--- config.mk ---
export PLATFORM = sky130hd
export DESIGN_NAME = decode_queue_flat
export DESIGN_NICKNAME = d
export VERILOG_FILES = /design/src/rtl/decode_queue_if.sv /design/src/rtl/decode_queue.sv /design/src/flat_wrapper.sv
export SDC_FILE = /design/constraint.sdc
export NUM_CORES = 1
export LEC_CHECK = 0
export CORE_MARGIN = 2
export CORE_UTILIZATION = 47
export DETAILED_ROUTE_END_ITERATION = 12
export MAX_ROUTING_LAYER = met4
export PLACE_DENSITY = 0.87
export SETUP_SLACK_MARGIN = 0.2
export SLEW_MARGIN = 20
export SYNTH_ARGS = -nofsm -noshare
export SYNTH_HDL_FRONTEND = slang
export SYNTH_SLANG_ARGS = --single-unit
export TNS_END_PERCENT = 20
--- constraint.sdc ---
create_clock -name clk_i -period 3.1 [get_ports clk_i]
set_input_delay 0.31 -clock clk_i [delete_from_list [all_inputs] [get_ports clk_i]]
set_output_delay 0.31 -clock clk_i [all_outputs]
set_load 0.03 [all_outputs]
--- src/rtl/decode_queue_if.sv ---
// Fetch-to-decode handshake bundle: fetch side drives valid/pc/inst, queue side drives ready.
interface decode_queue_if #(
    parameter int unsigned XLEN = 32
);
    logic            valid;
    logic            ready;
    logic [XLEN-1:0] pc;
    logic [31:0]     inst;

    modport master (output valid, pc, inst, input ready);
    modport slave  (input valid, pc, inst, output ready);
endinterface

--- src/rtl/decode_queue.sv ---
// Instruction queue feeding an RV32 decoder whose registered output bundle goes to EX.
// Load-use hazards against the bundle in EX are resolved locally by inserting a bubble.
module decode_queue #(
    parameter int unsigned XLEN          = 32,
    parameter int unsigned DEPTH         = 4,
    parameter logic [6:0]  CUSTOM_OPCODE = 7'b0001011,
    parameter int unsigned ILLEGAL_CAUSE = 2,
    parameter int unsigned ECALL_CAUSE   = 11
) (
    input  logic                     clk_i,
    input  logic                     rst_i,
    input  logic                     flush_i,
    decode_queue_if.slave            if_s,
    output logic [4:0]               rs1_addr_o,
    output logic [4:0]               rs2_addr_o,
    input  logic [XLEN-1:0]          reg_data1_i,
    input  logic [XLEN-1:0]          reg_data2_i,
    output logic                     ex_valid_o,
    input  logic                     ex_ready_i,
    output logic [XLEN-1:0]          ex_pc_o,
    output logic [XLEN-1:0]          ex_imm_o,
    output logic [XLEN-1:0]          ex_rs1_o,
    output logic [XLEN-1:0]          ex_rs2_o,
    output logic [4:0]               ex_rd_addr_o,
    output logic                     ex_rd_we_o,
    output logic [2:0]               ex_optype_o,
    output logic [2:0]               ex_funct3_o,
    output logic                     ex_mem_re_o,
    output logic                     ex_mem_we_o,
    output logic                     ex_ctx_o,
    output logic [XLEN-1:0]          ex_exception_o,
    output logic [$clog2(DEPTH):0]   count_o,
    output logic                     hazard_o
);
    localparam int unsigned PW = $clog2(DEPTH);
    localparam int unsigned CW = PW + 1;
    localparam logic [CW-1:0] DEPTH_C = CW'(DEPTH);
    localparam logic [CW-1:0] CNT_ONE = CW'(1);
    localparam logic [PW-1:0] PTR_ONE = PW'(1);

    localparam logic [6:0] OPC_OP     = 7'b0110011;
    localparam logic [6:0] OPC_OP_IMM = 7'b0010011;
    localparam logic [6:0] OPC_LOAD   = 7'b0000011;
    localparam logic [6:0] OPC_STORE  = 7'b0100011;
    localparam logic [6:0] OPC_BRANCH = 7'b1100011;
    localparam logic [6:0] OPC_LUI    = 7'b0110111;
    localparam logic [6:0] OPC_AUIPC  = 7'b0010111;
    localparam logic [6:0] OPC_JAL    = 7'b1101111;
    localparam logic [6:0] OPC_JALR   = 7'b1100111;
    localparam logic [6:0] OPC_SYSTEM = 7'b1110011;
    localparam logic [31:0] INST_ECALL = 32'h0000_0073;
    localparam logic [31:0] INST_MRET  = 32'h3020_0073;

    typedef enum logic [2:0] {
        OPT_R     = 3'b000,
        OPT_I     = 3'b001,
        OPT_B     = 3'b010,
        OPT_S     = 3'b011,
        OPT_U     = 3'b100,
        OPT_M     = 3'b101,
        OPT_J     = 3'b110,
        OPT_OTHER = 3'b111
    } optype_e;

    typedef struct packed {
        logic [XLEN-1:0] pc;
        logic [XLEN-1:0] imm;
        logic [XLEN-1:0] rs1;
        logic [XLEN-1:0] rs2;
        logic [4:0]      rd;
        logic            rd_we;
        optype_e         optype;
        logic [2:0]      funct3;
        logic            mem_re;
        logic            mem_we;
        logic            ctx;
        logic [XLEN-1:0] exc;
    } ex_bundle_t;

    logic [XLEN-1:0] pc_mem_q   [DEPTH];
    logic [31:0]     inst_mem_q [DEPTH];
    logic [PW-1:0]   wr_ptr_q, wr_ptr_d, rd_ptr_q, rd_ptr_d;
    logic [CW-1:0]   count_q, count_d;
    ex_bundle_t      ex_q, ex_d;
    logic            ex_valid_q, ex_valid_d;

    logic            empty, adv, push, pop, hazard;
    logic [31:0]     inst;
    logic [6:0]      opcode;
    logic [2:0]      funct3;
    logic [4:0]      rd, rs1, rs2;

    logic [XLEN-1:0] dec_imm, dec_exc;
    optype_e         dec_optype;
    logic [2:0]      dec_funct3;
    logic            dec_wr, dec_re, dec_we, dec_ctx, use_rs1, use_rs2;

    assign inst   = inst_mem_q[rd_ptr_q];
    assign opcode = inst[6:0];
    assign rd     = inst[11:7];
    assign funct3 = inst[14:12];
    assign rs1    = inst[19:15];
    assign rs2    = inst[24:20];

    assign empty       = (count_q == '0);
    assign if_s.ready  = (count_q < DEPTH_C);
    assign adv         = !ex_valid_q || ex_ready_i;
    assign push        = if_s.valid && if_s.ready && !flush_i;
    assign pop         = adv && !empty && !hazard && !flush_i;

    assign hazard = ex_valid_q && ex_q.mem_re && (ex_q.rd != 5'd0) && !empty &&
                    ((use_rs1 && (rs1 == ex_q.rd)) || (use_rs2 && (rs2 == ex_q.rd)));

    always_comb begin
        dec_imm    = '0;
        dec_exc    = '0;
        dec_optype = OPT_OTHER;
        dec_funct3 = funct3;
        dec_wr     = 1'b0;
        dec_re     = 1'b0;
        dec_we     = 1'b0;
        dec_ctx    = 1'b0;
        use_rs1    = 1'b0;
        use_rs2    = 1'b0;
        // The custom opcode is checked first so it wins over any standard encoding it may alias.
        if (opcode == CUSTOM_OPCODE) begin
            dec_ctx = 1'b1;
            dec_wr  = 1'b1;
            use_rs1 = 1'b1;
            use_rs2 = 1'b1;
        end else begin
            case (opcode)
                OPC_OP: begin
                    dec_optype = (inst[31:25] == 7'b0000001) ? OPT_M : OPT_R;
                    dec_wr     = 1'b1;
                    use_rs1    = 1'b1;
                    use_rs2    = 1'b1;
                end
                OPC_OP_IMM, OPC_LOAD: begin
                    dec_optype = OPT_I;
                    dec_imm    = {{20{inst[31]}}, inst[31:20]};
                    dec_wr     = 1'b1;
                    dec_re     = (opcode == OPC_LOAD);
                    use_rs1    = 1'b1;
                end
                OPC_STORE: begin
                    dec_optype = OPT_S;
                    dec_imm    = {{20{inst[31]}}, inst[31:25], inst[11:7]};
                    dec_we     = 1'b1;
                    use_rs1    = 1'b1;
                    use_rs2    = 1'b1;
                end
                OPC_BRANCH: begin
                    dec_optype = OPT_B;
                    dec_imm    = {{19{inst[31]}}, inst[31], inst[7], inst[30:25], inst[11:8], 1'b0};
                    use_rs1    = 1'b1;
                    use_rs2    = 1'b1;
                end
                OPC_LUI, OPC_AUIPC: begin
                    dec_optype = OPT_U;
                    dec_imm    = {inst[31:12], 12'b0};
                    dec_funct3 = 3'b000;
                    dec_wr     = 1'b1;
                end
                OPC_JAL: begin
                    dec_optype = OPT_J;
                    dec_imm    = {{11{inst[31]}}, inst[31], inst[19:12], inst[20], inst[30:21], 1'b0};
                    dec_wr     = 1'b1;
                end
                OPC_JALR: begin
                    dec_optype = OPT_J;
                    dec_imm    = {{20{inst[31]}}, inst[31:20]};
                    dec_wr     = 1'b1;
                    use_rs1    = 1'b1;
                end
                OPC_SYSTEM: begin
                    if (funct3 != 3'b000) begin
                        dec_imm = {27'b0, inst[19:15]};
                        dec_wr  = 1'b1;
                        use_rs1 = 1'b1;
                    end else if (inst == INST_ECALL) begin
                        dec_exc = XLEN'(ECALL_CAUSE);
                    end else if (inst == INST_MRET) begin
                        use_rs1 = 1'b1;
                    end
                end
                default: dec_exc = XLEN'(ILLEGAL_CAUSE);
            endcase
        end
    end

    always_comb begin
        wr_ptr_d = wr_ptr_q;
        rd_ptr_d = rd_ptr_q;
        count_d  = count_q;
        if (push) wr_ptr_d = wr_ptr_q + PTR_ONE;
        if (pop)  rd_ptr_d = rd_ptr_q + PTR_ONE;
        case ({push, pop})
            2'b10:   count_d = count_q + CNT_ONE;
            2'b01:   count_d = count_q - CNT_ONE;
            default: count_d = count_q;
        endcase
    end

    always_comb begin
        ex_d       = ex_q;
        ex_valid_d = ex_valid_q;
        if (adv) begin
            if (pop) begin
                ex_valid_d  = 1'b1;
                ex_d.pc     = pc_mem_q[rd_ptr_q];
                ex_d.imm    = dec_imm;
                ex_d.rs1    = reg_data1_i;
                ex_d.rs2    = reg_data2_i;
                ex_d.rd     = rd;
                ex_d.rd_we  = dec_wr && (rd != 5'd0);
                ex_d.optype = dec_optype;
                ex_d.funct3 = dec_funct3;
                ex_d.mem_re = dec_re;
                ex_d.mem_we = dec_we;
                ex_d.ctx    = dec_ctx;
                ex_d.exc    = dec_exc;
            end else begin
                ex_valid_d = 1'b0;
            end
        end
    end

    always_ff @(posedge clk_i) begin
        if (rst_i || flush_i) begin
            wr_ptr_q   <= '0;
            rd_ptr_q   <= '0;
            count_q    <= '0;
            ex_valid_q <= 1'b0;
            ex_q       <= '0;
        end else begin
            wr_ptr_q   <= wr_ptr_d;
            rd_ptr_q   <= rd_ptr_d;
            count_q    <= count_d;
            ex_valid_q <= ex_valid_d;
            ex_q       <= ex_d;
        end
    end

    always_ff @(posedge clk_i) begin
        if (push) begin
            pc_mem_q[wr_ptr_q]   <= if_s.pc;
            inst_mem_q[wr_ptr_q] <= if_s.inst;
        end
    end

    assign rs1_addr_o     = rs1;
    assign rs2_addr_o     = rs2;
    assign hazard_o       = hazard;
    assign count_o        = count_q;
    assign ex_valid_o     = ex_valid_q;
    assign ex_pc_o        = ex_q.pc;
    assign ex_imm_o       = ex_q.imm;
    assign ex_rs1_o       = ex_q.rs1;
    assign ex_rs2_o       = ex_q.rs2;
    assign ex_rd_addr_o   = ex_q.rd;
    assign ex_rd_we_o     = ex_q.rd_we;
    assign ex_optype_o    = ex_q.optype;
    assign ex_funct3_o    = ex_q.funct3;
    assign ex_mem_re_o    = ex_q.mem_re;
    assign ex_mem_we_o    = ex_q.mem_we;
    assign ex_ctx_o       = ex_q.ctx;
    assign ex_exception_o = ex_q.exc;
endmodule

--- src/flat_wrapper.sv ---
// flat-port wrapper written by rule: the top's interface ports become plain ports
module decode_queue_flat 
#(
    parameter int unsigned XLEN          = 32,
    parameter int unsigned DEPTH         = 4,
    parameter logic [6:0]  CUSTOM_OPCODE = 7'b0001011,
    parameter int unsigned ILLEGAL_CAUSE = 2,
    parameter int unsigned ECALL_CAUSE   = 11
)
  (clk_i, rst_i, flush_i, rs1_addr_o, rs2_addr_o, reg_data1_i, reg_data2_i, ex_valid_o, ex_ready_i, ex_pc_o, ex_imm_o, ex_rs1_o, ex_rs2_o, ex_rd_addr_o, ex_rd_we_o, ex_optype_o, ex_funct3_o, ex_mem_re_o, ex_mem_we_o, ex_ctx_o, ex_exception_o, count_o, hazard_o, if_s_valid, if_s_pc, if_s_inst, if_s_ready);
  decode_queue_if #(.XLEN(XLEN)) if_s_i ();
  input  logic clk_i;
  input  logic rst_i;
  input  logic flush_i;
  output logic [4:0] rs1_addr_o;
  output logic [4:0] rs2_addr_o;
  input  logic [XLEN-1:0] reg_data1_i;
  input  logic [XLEN-1:0] reg_data2_i;
  output logic ex_valid_o;
  input  logic ex_ready_i;
  output logic [XLEN-1:0] ex_pc_o;
  output logic [XLEN-1:0] ex_imm_o;
  output logic [XLEN-1:0] ex_rs1_o;
  output logic [XLEN-1:0] ex_rs2_o;
  output logic [4:0] ex_rd_addr_o;
  output logic ex_rd_we_o;
  output logic [2:0] ex_optype_o;
  output logic [2:0] ex_funct3_o;
  output logic ex_mem_re_o;
  output logic ex_mem_we_o;
  output logic ex_ctx_o;
  output logic [XLEN-1:0] ex_exception_o;
  output logic [$clog2(DEPTH):0] count_o;
  output logic hazard_o;
  input wire logic [$bits(if_s_i.valid)-1:0] if_s_valid;
  input wire logic [$bits(if_s_i.pc)-1:0] if_s_pc;
  input wire logic [$bits(if_s_i.inst)-1:0] if_s_inst;
  output wire logic [$bits(if_s_i.ready)-1:0] if_s_ready;
  assign if_s_i.valid = if_s_valid;
  assign if_s_i.pc = if_s_pc;
  assign if_s_i.inst = if_s_inst;
  assign if_s_ready = if_s_i.ready;
  decode_queue #(.XLEN(XLEN), .DEPTH(DEPTH), .CUSTOM_OPCODE(CUSTOM_OPCODE), .ILLEGAL_CAUSE(ILLEGAL_CAUSE), .ECALL_CAUSE(ECALL_CAUSE)) u_core (.clk_i(clk_i), .rst_i(rst_i), .flush_i(flush_i), .if_s(if_s_i), .rs1_addr_o(rs1_addr_o), .rs2_addr_o(rs2_addr_o), .reg_data1_i(reg_data1_i), .reg_data2_i(reg_data2_i), .ex_valid_o(ex_valid_o), .ex_ready_i(ex_ready_i), .ex_pc_o(ex_pc_o), .ex_imm_o(ex_imm_o), .ex_rs1_o(ex_rs1_o), .ex_rs2_o(ex_rs2_o), .ex_rd_addr_o(ex_rd_addr_o), .ex_rd_we_o(ex_rd_we_o), .ex_optype_o(ex_optype_o), .ex_funct3_o(ex_funct3_o), .ex_mem_re_o(ex_mem_re_o), .ex_mem_we_o(ex_mem_we_o), .ex_ctx_o(ex_ctx_o), .ex_exception_o(ex_exception_o), .count_o(count_o), .hazard_o(hazard_o));
endmodule
==> metrics.yaml <==
critical_path:
  critPathArrivalTime_ns: 3.07
  cp_num_cells: 9
  critPathCapture: "hazard_o"
  critPathKind: "register to output pin"
  cp_slowest_cell: "mux4_2"
  cp_top_family: "AND-OR/OR-AND gates"
  cp_data_required_time_ns: 2.79
timing:
  worst_slack_ns: -0.278
  fmax_mhz: 296
  period_needed_ns: 3.38
  hold_slack_ns: 0.332
  setup_viol: 8
detailed_routing:
  vias_per_cell: 5.92
  ant_nets: 0
yosys:
  ys_async_sr_fraction_pct: 0
  top_area_share_pct: 46.5
  synth-seq-area-share_pct: 65.3
  synthCells: 1210
  top_cells_by_area: "edfxtp_1 (47%), dfxtp_1 (19%), mux4_2 (8.3%)"
  netlist_area_um2: 16500
  ys_cells: 1210
  yosysWarnings: 0
clock_network:
  cts_tree: "done"
  clock_latency_ns: 0.56
  cts-root-buf: "clkbuf_16"
  numCtsBuffers: 42
  clk_pin_slew_ns: 0.06
global_route:
  grt_max_degree: 64
  grt-ovfl-total: 0
  grt_pass1_wl_mm: 68.8
final_layout:
  nets: 1707
  layout-drive-gt1-share_pct: 23.7
  diodes: 4
  seq_cell_count: 411
  buffer_area_share_pct: 21.1
  area_growth_pct: 39.4
power_and_ir_drop:
  comb_power_share_pct: 7.7
  p_leak_nw: 7.43
  pg_comb_mw: 0.898
run_status:
  violations: "setup timing"
  outcome: "finished with violations"
floorplan:
  dieArea_um2: 36700
  fp.dieW_um: 192
  tap_cells: 455
job:
  cap_viol_max_count: 0
## per-layer routing
layer / up-vias / global-route usage (%) / share of wire, %
met4: 0 / 9.79 / 4.3
met5: - / - / 0
met1: 6015 / 31.5 / 37
li1: 5302 / - / -
met3: 160 / 5.53 / 8.9
met2: 712 / 42.0 / 50
## worst min path at each step
| stage | start | end | cells past startpoint |
|---|---|---|---|
| after detailed placement | u_core.ex_funct3_o[2] | u_core.ex_funct3_o[2] | 2 |
| final | reg_data2_i[0] | u_core.ex_rs2_o[0] | 3 |
| after floorplan | if_s_inst[0] | u_core.inst_mem_q[0][0] | 0 |
| after global routing | reg_data2_i[4] | u_core.ex_rs2_o[4] | 3 |
| after CTS | reg_data2_i[6] | u_core.ex_rs2_o[6] | 3 |
| after global placement | u_core.ex_funct3_o[1] | u_core.ex_funct3_o[1] | 2 |
## logic make-up (layout without fill, tap and decap cells)
kind of cell	Yosys count	count (layout)	synth area share [%]
other cells	1	33	0.0227
simple gates	214	214	7.19
compound gates	335	335	11.7
fa+ha+maj	6	6	0.500
xor+xnor	13	13	0.734
buf+inv	160	523	5.72
mux	70	70	8.86
flops	411	411	65.3
## through the flow
step | cell area (um^2) | power [mW] | utilization [%] | setup slack (ns) | TNS [ns]
5_1_grt | 23000 | 12.0 | 66.5 | -0.364 | -2.08
2_1_floorplan | 16700 | 6.44 | - | -0.132 | -0.259
3_3_place_gp | 20100 | 6.78 | 58.0 | -0.0434 | -0.0434
3_5_place_dp | 20100 | 6.80 | 58.0 | -0.0934 | -2.85
4_1_cts | 22000 | 11.6 | 63.6 | -0.206 | -0.518
6_report | 23000 | 11.6 | 66.5 | -0.278 | -0.755
### Routing congestion

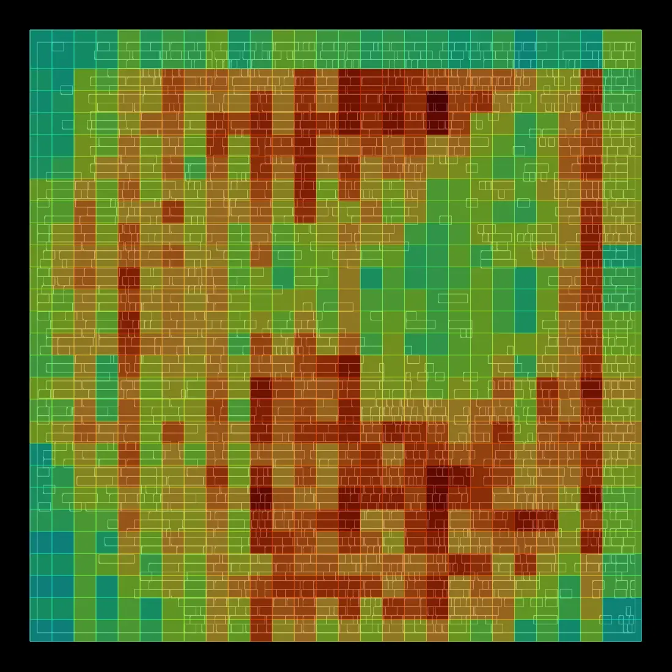
Finished Core Util: 66.5%
routing usage on met1: 31.5%
GR Util met3: 5.53%
per-cell routed wire length: 24.9 um
grt peak-use layer: met2

### Register map, names as in the netlist

Other sequential cells in the stronger grey, the rest of the logic in the fainter grey.
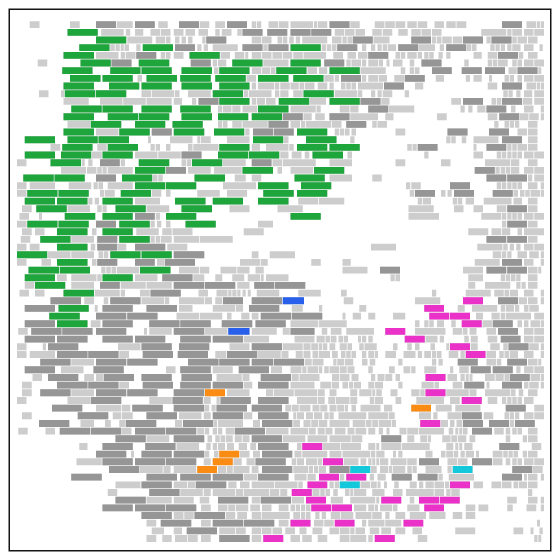
legend:
  cyan:
    signal: u_core.ex_optype_o
    placed_flops: 3
  orange:
    signal: u_core.ex_rd_addr_o
    placed_flops: 5
    where: bottom centre
  green:
    signal: u_core.pc_mem_q
    placed_flops: 128
  magenta:
    signal: u_core.ex_imm_o
    placed_flops: 32
    where: lower right
  blue:
    signal: u_core.rd_ptr_q
    placed_flops: 2
not coloured: 241
Flop area: 10800 um^2
Seq group: 5.91 mW
flop share of the area: 46.9%

### M3 wires

Scale bar: 50 um.
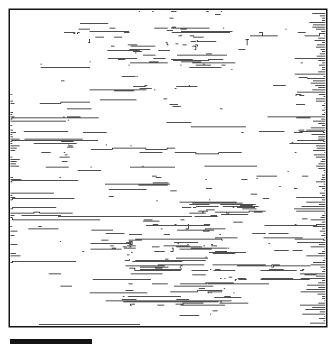
nets with wire on the layer: 344
share of all routed wire: 8.9%
wire length on this layer: 4570 um
main direction: horizontal
WL final: 51.3 mm
Vias: 12189

### Logic cells by family

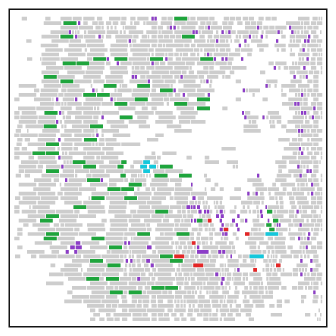
legend:
  red:
    family: AND-OR and OR-AND gates
    cells: 8
  green:
    family: multiplexers
    cells: 70
  purple:
    family: NAND gates
    cells: 151
    where: spread over the die
  cyan:
    family: adder and majority cells
    cells: 6
most frequent logic cell in the layout: clkdlybuf4s50_1
combinational share of cell area: 23.5%

Power and IR drop assume default switching activity.
